===== src/rtl/proc_ctrl_seq.sv =====
// Multi-cycle instruction sequencer for one distributed-processor core.
// Decodes the opcode class and drives datapath selects, enables and fproc/sync handshakes.
module proc_ctrl_seq #(
  parameter int WAIT_TIMEOUT = 0,
  parameter int CNT_W        = 16,
  parameter int ILLEGAL_TRAP = 1
) (
  input  logic       clk,
  input  logic       reset,
  input  logic [7:0] opcode,
  input  logic       fproc_ready,
  input  logic       sync_enable,
  input  logic       cstrobe_in,
  output logic [2:0] alu_opcode,
  output logic       alu_in0_sel,
  output logic [1:0] alu_in1_sel,
  output logic       c_strobe_enable,
  output logic       reg_write_en,
  output logic       instr_ptr_en,
  output logic [1:0] instr_ptr_load_en,
  output logic       qclk_load_en,
  output logic       sync_out_ready,
  output logic       fproc_out_ready,
  output logic       write_pulse_en,
  output logic       done,
  output logic       err,
  output logic [1:0] err_code
);

  typedef enum logic [3:0] {
    INIT, ALU_PROC, JUMP_COND_S, INC_QCLK_S, ALU_FPROC_WAIT,
    JUMP_FPROC_WAIT, SYNC_WAIT, HALT, ERR
  } state_t;

  localparam logic [1:0] SEL_QCLK  = 2'b00;
  localparam logic [1:0] SEL_REG   = 2'b01;
  localparam logic [1:0] SEL_FPROC = 2'b10;

  localparam logic [1:0] ERR_ILLEGAL = 2'b01;
  localparam logic [1:0] ERR_FPROC   = 2'b10;
  localparam logic [1:0] ERR_SYNC    = 2'b11;

  localparam bit              TO_EN   = (WAIT_TIMEOUT > 0);
  localparam int              TO_LAST = (WAIT_TIMEOUT > 0) ? WAIT_TIMEOUT - 1 : 0;
  localparam logic [CNT_W-1:0] TO_CMP = CNT_W'(TO_LAST);

  state_t           state, state_next;
  logic [CNT_W-1:0] wait_cnt;
  logic             from_fproc;
  logic [1:0]       err_code_next;
  logic             in_wait;
  logic             expired;

  assign alu_opcode  = opcode[2:0];
  assign alu_in0_sel = opcode[3];
  assign in_wait     = (state == ALU_FPROC_WAIT) || (state == JUMP_FPROC_WAIT) ||
                       (state == SYNC_WAIT);
  assign expired     = TO_EN && (wait_cnt == TO_CMP);
  assign done        = (state == HALT);
  assign err         = (state == ERR);

  // State register, wait counter (zero on every wait entry since waits are only entered from INIT)
  always_ff @(posedge clk) begin
    if (reset) begin
      state      <= INIT;
      wait_cnt   <= '0;
      from_fproc <= 1'b0;
      err_code   <= 2'b00;
    end else begin
      state      <= state_next;
      wait_cnt   <= in_wait ? wait_cnt + CNT_W'(1) : '0;
      from_fproc <= (state == ALU_FPROC_WAIT) || (state == JUMP_FPROC_WAIT);
      if (state != ERR && state_next == ERR)
        err_code <= err_code_next;
    end
  end

  always_comb begin
    state_next        = state;
    err_code_next     = 2'b00;
    alu_in1_sel       = SEL_REG;
    c_strobe_enable   = 1'b0;
    reg_write_en      = 1'b0;
    instr_ptr_en      = 1'b0;
    instr_ptr_load_en = 2'b00;
    qclk_load_en      = 1'b0;
    sync_out_ready    = 1'b0;
    fproc_out_ready   = 1'b0;
    write_pulse_en    = 1'b0;

    unique case (state)
      INIT: begin
        case (opcode[7:4])
          4'h0: instr_ptr_en = 1'b1;
          4'h1: state_next = ALU_PROC;
          4'h2: begin
            instr_ptr_en      = 1'b1;
            instr_ptr_load_en = 2'b01;
          end
          4'h3: state_next = JUMP_COND_S;
          4'h4: begin
            fproc_out_ready = 1'b1;
            state_next      = ALU_FPROC_WAIT;
          end
          4'h5: begin
            fproc_out_ready = 1'b1;
            state_next      = JUMP_FPROC_WAIT;
          end
          4'h6: begin
            alu_in1_sel = SEL_QCLK;
            state_next  = INC_QCLK_S;
          end
          4'h7: begin
            sync_out_ready = 1'b1;
            state_next     = SYNC_WAIT;
          end
          4'h8: begin
            write_pulse_en = 1'b1;
            instr_ptr_en   = 1'b1;
          end
          4'h9: begin
            // Trigger stalls the pointer until the pulse path strobes
            write_pulse_en  = 1'b1;
            c_strobe_enable = 1'b1;
            instr_ptr_en    = cstrobe_in;
          end
          4'hA: state_next = HALT;
          default: begin
            if (ILLEGAL_TRAP != 0) begin
              state_next    = ERR;
              err_code_next = ERR_ILLEGAL;
            end else begin
              instr_ptr_en = 1'b1;
            end
          end
        endcase
      end
      ALU_PROC: begin
        alu_in1_sel  = from_fproc ? SEL_FPROC : SEL_REG;
        reg_write_en = 1'b1;
        instr_ptr_en = 1'b1;
        state_next   = INIT;
      end
      JUMP_COND_S: begin
        alu_in1_sel       = from_fproc ? SEL_FPROC : SEL_REG;
        instr_ptr_en      = 1'b1;
        instr_ptr_load_en = 2'b10;
        state_next        = INIT;
      end
      INC_QCLK_S: begin
        alu_in1_sel  = SEL_QCLK;
        qclk_load_en = 1'b1;
        instr_ptr_en = 1'b1;
        state_next   = INIT;
      end
      ALU_FPROC_WAIT, JUMP_FPROC_WAIT: begin
        alu_in1_sel = SEL_FPROC;
        if (fproc_ready) begin
          state_next = (state == ALU_FPROC_WAIT) ? ALU_PROC : JUMP_COND_S;
        end else if (expired) begin
          state_next    = ERR;
          err_code_next = ERR_FPROC;
        end
      end
      SYNC_WAIT: begin
        if (sync_enable) begin
          instr_ptr_en = 1'b1;
          state_next   = INIT;
        end else if (expired) begin
          state_next    = ERR;
          err_code_next = ERR_SYNC;
        end
      end
      HALT:    state_next = HALT;
      ERR:     state_next = ERR;
      default: state_next = INIT;
    endcase

    if (reset) begin
      c_strobe_enable   = 1'b0;
      reg_write_en      = 1'b0;
      instr_ptr_en      = 1'b0;
      instr_ptr_load_en = 2'b00;
      qclk_load_en      = 1'b0;
      sync_out_ready    = 1'b0;
      fproc_out_ready   = 1'b0;
      write_pulse_en    = 1'b0;
    end
  end

endmodule


===== config.mk =====
export PLATFORM = sky130hd
export DESIGN_NAME = proc_ctrl_seq
export DESIGN_NICKNAME = d
export VERILOG_FILES = /design/src/rtl/proc_ctrl_seq.sv
export SDC_FILE = /design/constraint.sdc
export NUM_CORES = 1
export LEC_CHECK = 0
export CAP_MARGIN = 20
export CORE_MARGIN = 4
export CORE_UTILIZATION = 37
export DETAILED_ROUTE_END_ITERATION = 10
export HOLD_SLACK_MARGIN = 0.1
export PLACE_DENSITY = 0.89
export SLEW_MARGIN = 20
export SYNTH_ARGS = -nofsm -noshare
export SYNTH_HDL_FRONTEND = slang
export SYNTH_SLANG_ARGS = --single-unit

===== constraint.sdc =====
create_clock -name clk -period 1.44 [get_ports clk]
set_input_delay 0.216 -clock clk [delete_from_list [all_inputs] [get_ports clk]]
set_output_delay 0.216 -clock clk [all_outputs]
set_load 0.02 [all_outputs]

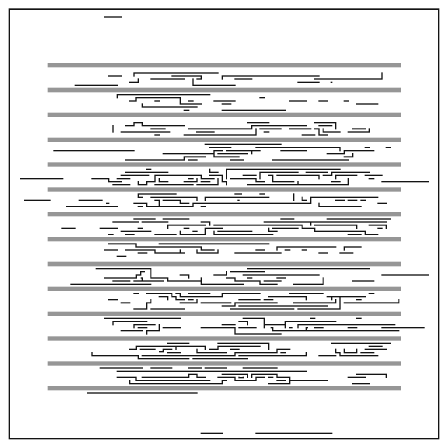
**Above:** run 1 (met1 routing).
Supply wires on this layer in grey.
main direction: horizontal
share of all routed wire: 37%
wire length on this layer: 1040 µm
longest straight run: 20.7 µm
nets with wire on the layer: 132

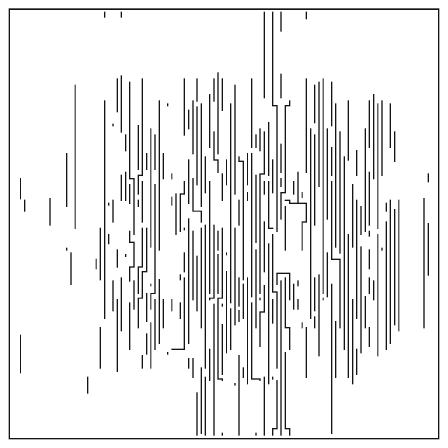
**Above:** run 1 (the metal 2 layer).
wire length on this layer: 1340 µm
nets with wire on the layer: 133
main direction: vertical
longest straight run: 23.8 µm
share of all routed wire: 48%

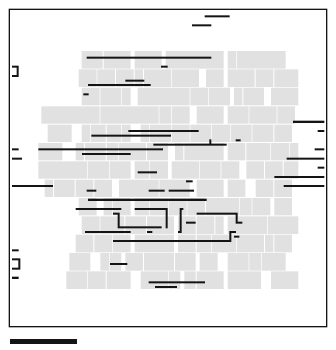
**Above:** run 1 (metal 3).
Scale bar: 10 µm. Cells faint in the background.
share of all routed wire: 8.6%
nets with wire on the layer: 34
longest straight run: 18.2 µm
wire length on this layer: 237 µm

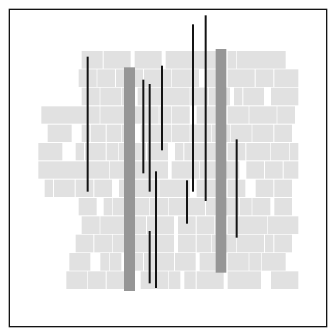
**Above:** run 1 (met4 routing).
Supply wires on this layer in grey. Cells faint in the background.
share of all routed wire: 5.7%
main direction: vertical
nets with wire on the layer: 9
longest straight run: 27.2 µm

==> CHANGELOG.md, run 1 <==
### Implementation results

- Share of flip-flops with an asynchronous set or reset after synthesis: 0%
- Insertion Delay late pin: 0.26 ns
- Crit path setup slack, layout: -0.1911 ns
- Number of cell instances after yosys synthesis: roughly 80
- Clk root buf: sky130_fd_sc_hd__clkbuf_4
- Number of hold-repair buffers added at the cts stage: 0
- Number of buffers inserted by post-CTS setup repair: 4
- Clock Skews: 0.01816 ns
- Register bit total from synthesis: 6
- Setup repair after global routing missed its margin: true
- Initial Utilization: between 40% and 50%
- Worst hold path stage count: 0
- Yosys top cell by area: sky130_fd_sc_hd__dfxtp_1
- Gate Count Post-Synth: approximately 79
- Largest registers: state x4, err_code x1, from_fproc x1
- Proportion of cell area occupied by registers: 11.50%
- Residual DRC count: 0
- Maximum clock frequency: just over 600 MHz
- Depth of the worst register-to-register path: 5
- Max stage delay cell, worst path: sky130_fd_sc_hd__dfxtp_4
- CP Cell Sequence: nor3_4, nand2_4, nor3_4, and2_4, buf_6
- P per Cell Area: approximately 680 nW/µm²
- Place WS: -0.7850 ns
- Most frequent CP cell: sky130_fd_sc_hd__nor3_4
- Largest incremental delay on the critical path: 0.36 ns
- Clock tree sinks: 6
- Worst r2r dst: err_code[0]$_SDFFE_PP0P_
- Area share of xor/xnor cells in the synthesized design: roughly 1.6%
- Most area-hungry cell class in the final design: combinational gates
- Finished Cell Area: roughly 1200 µm²
- Non-CTS buffers: roughly 54
- Sum of met3 wire segment lengths after detailed routing: approximately 240 µm
- Clock network area share: between 1.5 and 2%
- Register with the most flip-flops: state
- Final ANT Viol Nets: 0
- Launch instance of the worst min-delay path: opcode[0]
- Core region area: between 1000 and 1500 µm²
- Crit Reg-Reg Startpoint: state[1]$_SDFF_PP0_
- Result of the run: finished with violations
- TritonCTS clock tree: built
- Synth Area in Compound Gates: around a quarter
- Count leader, synth: sky130_fd_sc_hd__nand2_1
- Setup tns final: -1.383 ns
- Top-level I/O count: 32
- DRC marker count from the first detailed-route iteration: 57
- Final tally of setup violations: 13
- Top logic family: simple AND/OR/NAND/NOR gates
- Tally of yosys warning messages: 0
- Number of signal-net inverters in the final layout: 5
- Nature of the critical path startpoint: register
- Fin cells: 143
- Clock transition at the registers of the reported paths: 0.04 ns
- Hpwl dp: 1516 µm
- Cell count along the critical path: 5
- Failing checks: negative setup slack
- Number of vias in the routed layout: about 860
- Placer's final routability congestion estimate: ~0.8
- Number of placed instances, taps included: ~130
- Nets in the synthesized netlist: between 90 and 100
- Row count: 13
- Adder-cell share of the synthesized area: 0%
- Worst setup startpoint: state[1]$_SDFF_PP0_
run 1: layout by cell type (no fill, tap or decap), drive strengths merged, types with 2 or more instances in the layout:
cell type / instances
a21oi: 6
a311oi: 3
buf: 45
clkbuf: 3
clkdlybuf4s50: 2
dfxtp: 6
dlygate4sd2: 5
inv: 5
nand2: 8
nand2b: 5
nor2: 6
nor2b: 2
nor3: 7
nor3b: 2
o21ai: 3
o32ai: 2
or3: 2
run 1: routing by layer:
| metal | vias to the layer above | global-route usage, % |
|---|---|---|
| li1 | 384 | - |
| met2 | 63 | 42.55 |
| met5 | - | 0 |
| met3 | 21 | 7.280 |
| met4 | 0 | 10.50 |
| met1 | 396 | 27.85 |
run 1: power breakdown:
group | switching (mW) | internal, mW
registers | 0.0178 | 0.179
clock network | 0.0757 | 0.0953
logic | 0.204 | 0.212
## Run 2: what changed since run 1
SLEW_MARGIN = default   (was 20)
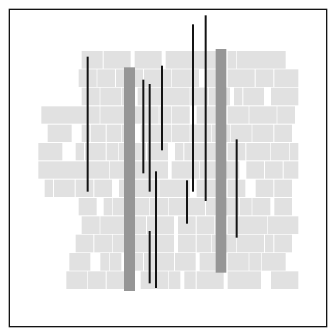
**Above:** run 2 (met4 routing).
Supply wires on this layer in grey. Cells faint in the background.
longest straight run: 27.2 µm
nets with wire on the layer: 9
share of all routed wire: 5.7%
wire length on this layer: 158 µm
main direction: vertical

==> CHANGELOG.md, run 2 <==
### Implementation results

- Setup repair after global routing missed its margin: true
- Crit Reg-Reg Startpoint: state[1]$_SDFF_PP0_
- Power share of the clock group: 21.8%
- Final ANT Viol Nets: 0
- P per Cell Area: just under 700 nW/µm²
- Area share of xor/xnor cells in the synthesized design: roughly 1.6%
- Net switching power: a little under 0.3 mW
- Clock Skews: 0.01816 ns
- DRC marker count from the first detailed-route iteration: ~57
- Nets in the synthesized netlist: just over 90
- Yosys top cell by area: sky130_fd_sc_hd__dfxtp_1
- Gate Count Post-Synth: between 70 and 80
- Crit path setup slack, layout: -0.1911 ns
- Clock tree sinks: 6
- Register with the most flip-flops: state
- Number of buffers inserted by post-CTS setup repair: 4
- Setup tns final: -1.383 ns
- Top-level I/O count: 32
- Register bit total from synthesis: 6
- Synth Area in Compound Gates: 26.23%
- Insertion Delay late pin: 0.26 ns
- Final tally of setup violations: 13
- Worst r2r dst: err_code[0]$_SDFFE_PP0P_
- Proportion of cell area occupied by registers: a little under an eighth
- Residual DRC count: 0
- Row count: 13
- Tally of yosys warning messages: 0
- Result of the run: finished with violations
- Most area-hungry cell class in the final design: combinational gates
- TritonCTS clock tree: built
- Number of signal-net inverters in the final layout: 5
- Most common cell after layout, fill and taps aside: sky130_fd_sc_hd__buf_4
- Fraction of power consumed by combinational cells: between 50% and 60%
- Most congested layer reported by global routing: met2
- Finished Cell Area: about 1200 µm²
- Switching power as a share of total power: a little under two fifths
- Launch instance of the worst min-delay path: opcode[0]
- Part of the power in registers: between 20% and 30%
- Depth of the worst register-to-register path: 5
- Failing checks: negative setup slack
- Non-CTS buffers: between 50 and 60
- Core region area: approximately 1400 µm²
- Number of vias in the routed layout: 864
- Hpwl dp: around 1500 µm
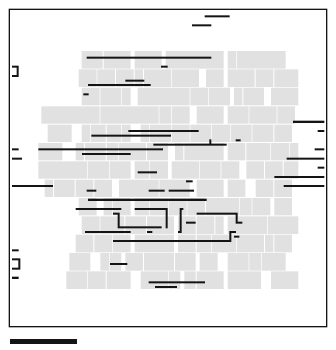
**Above:** run 2 (metal 3).
Scale bar: 10 µm. Cells faint in the background.
main direction: horizontal
wire length on this layer: 237 µm
longest straight run: 18.2 µm

-- run 2: cell counts after synthesis --
No cell type changed its count.
-- run 2: power groups by stage --
stage | combinational [mW] | clock (mW) | sequential [mW]
detailed placement | 0.310 | 0 | 0.193
floorplan | 0.162 | 0 | 0.196
finish | 0.416 | 0.171 | 0.197
global placement | 0.300 | 0 | 0.192
global route | 0.438 | 0.184 | 0.198
CTS | 0.347 | 0.162 | 0.196
-- run 2: worst max-delay path, stage by stage, from the launching register on --
cell	delay, ns
sky130_fd_sc_hd__dfxtp_4	0.36
sky130_fd_sc_hd__nor3_4	0.23
sky130_fd_sc_hd__nand2_4	0.10
sky130_fd_sc_hd__nor3_4	0.19
sky130_fd_sc_hd__and2_4	0.17
sky130_fd_sc_hd__buf_6	0.11
Power and IR drop assume default switching activity.
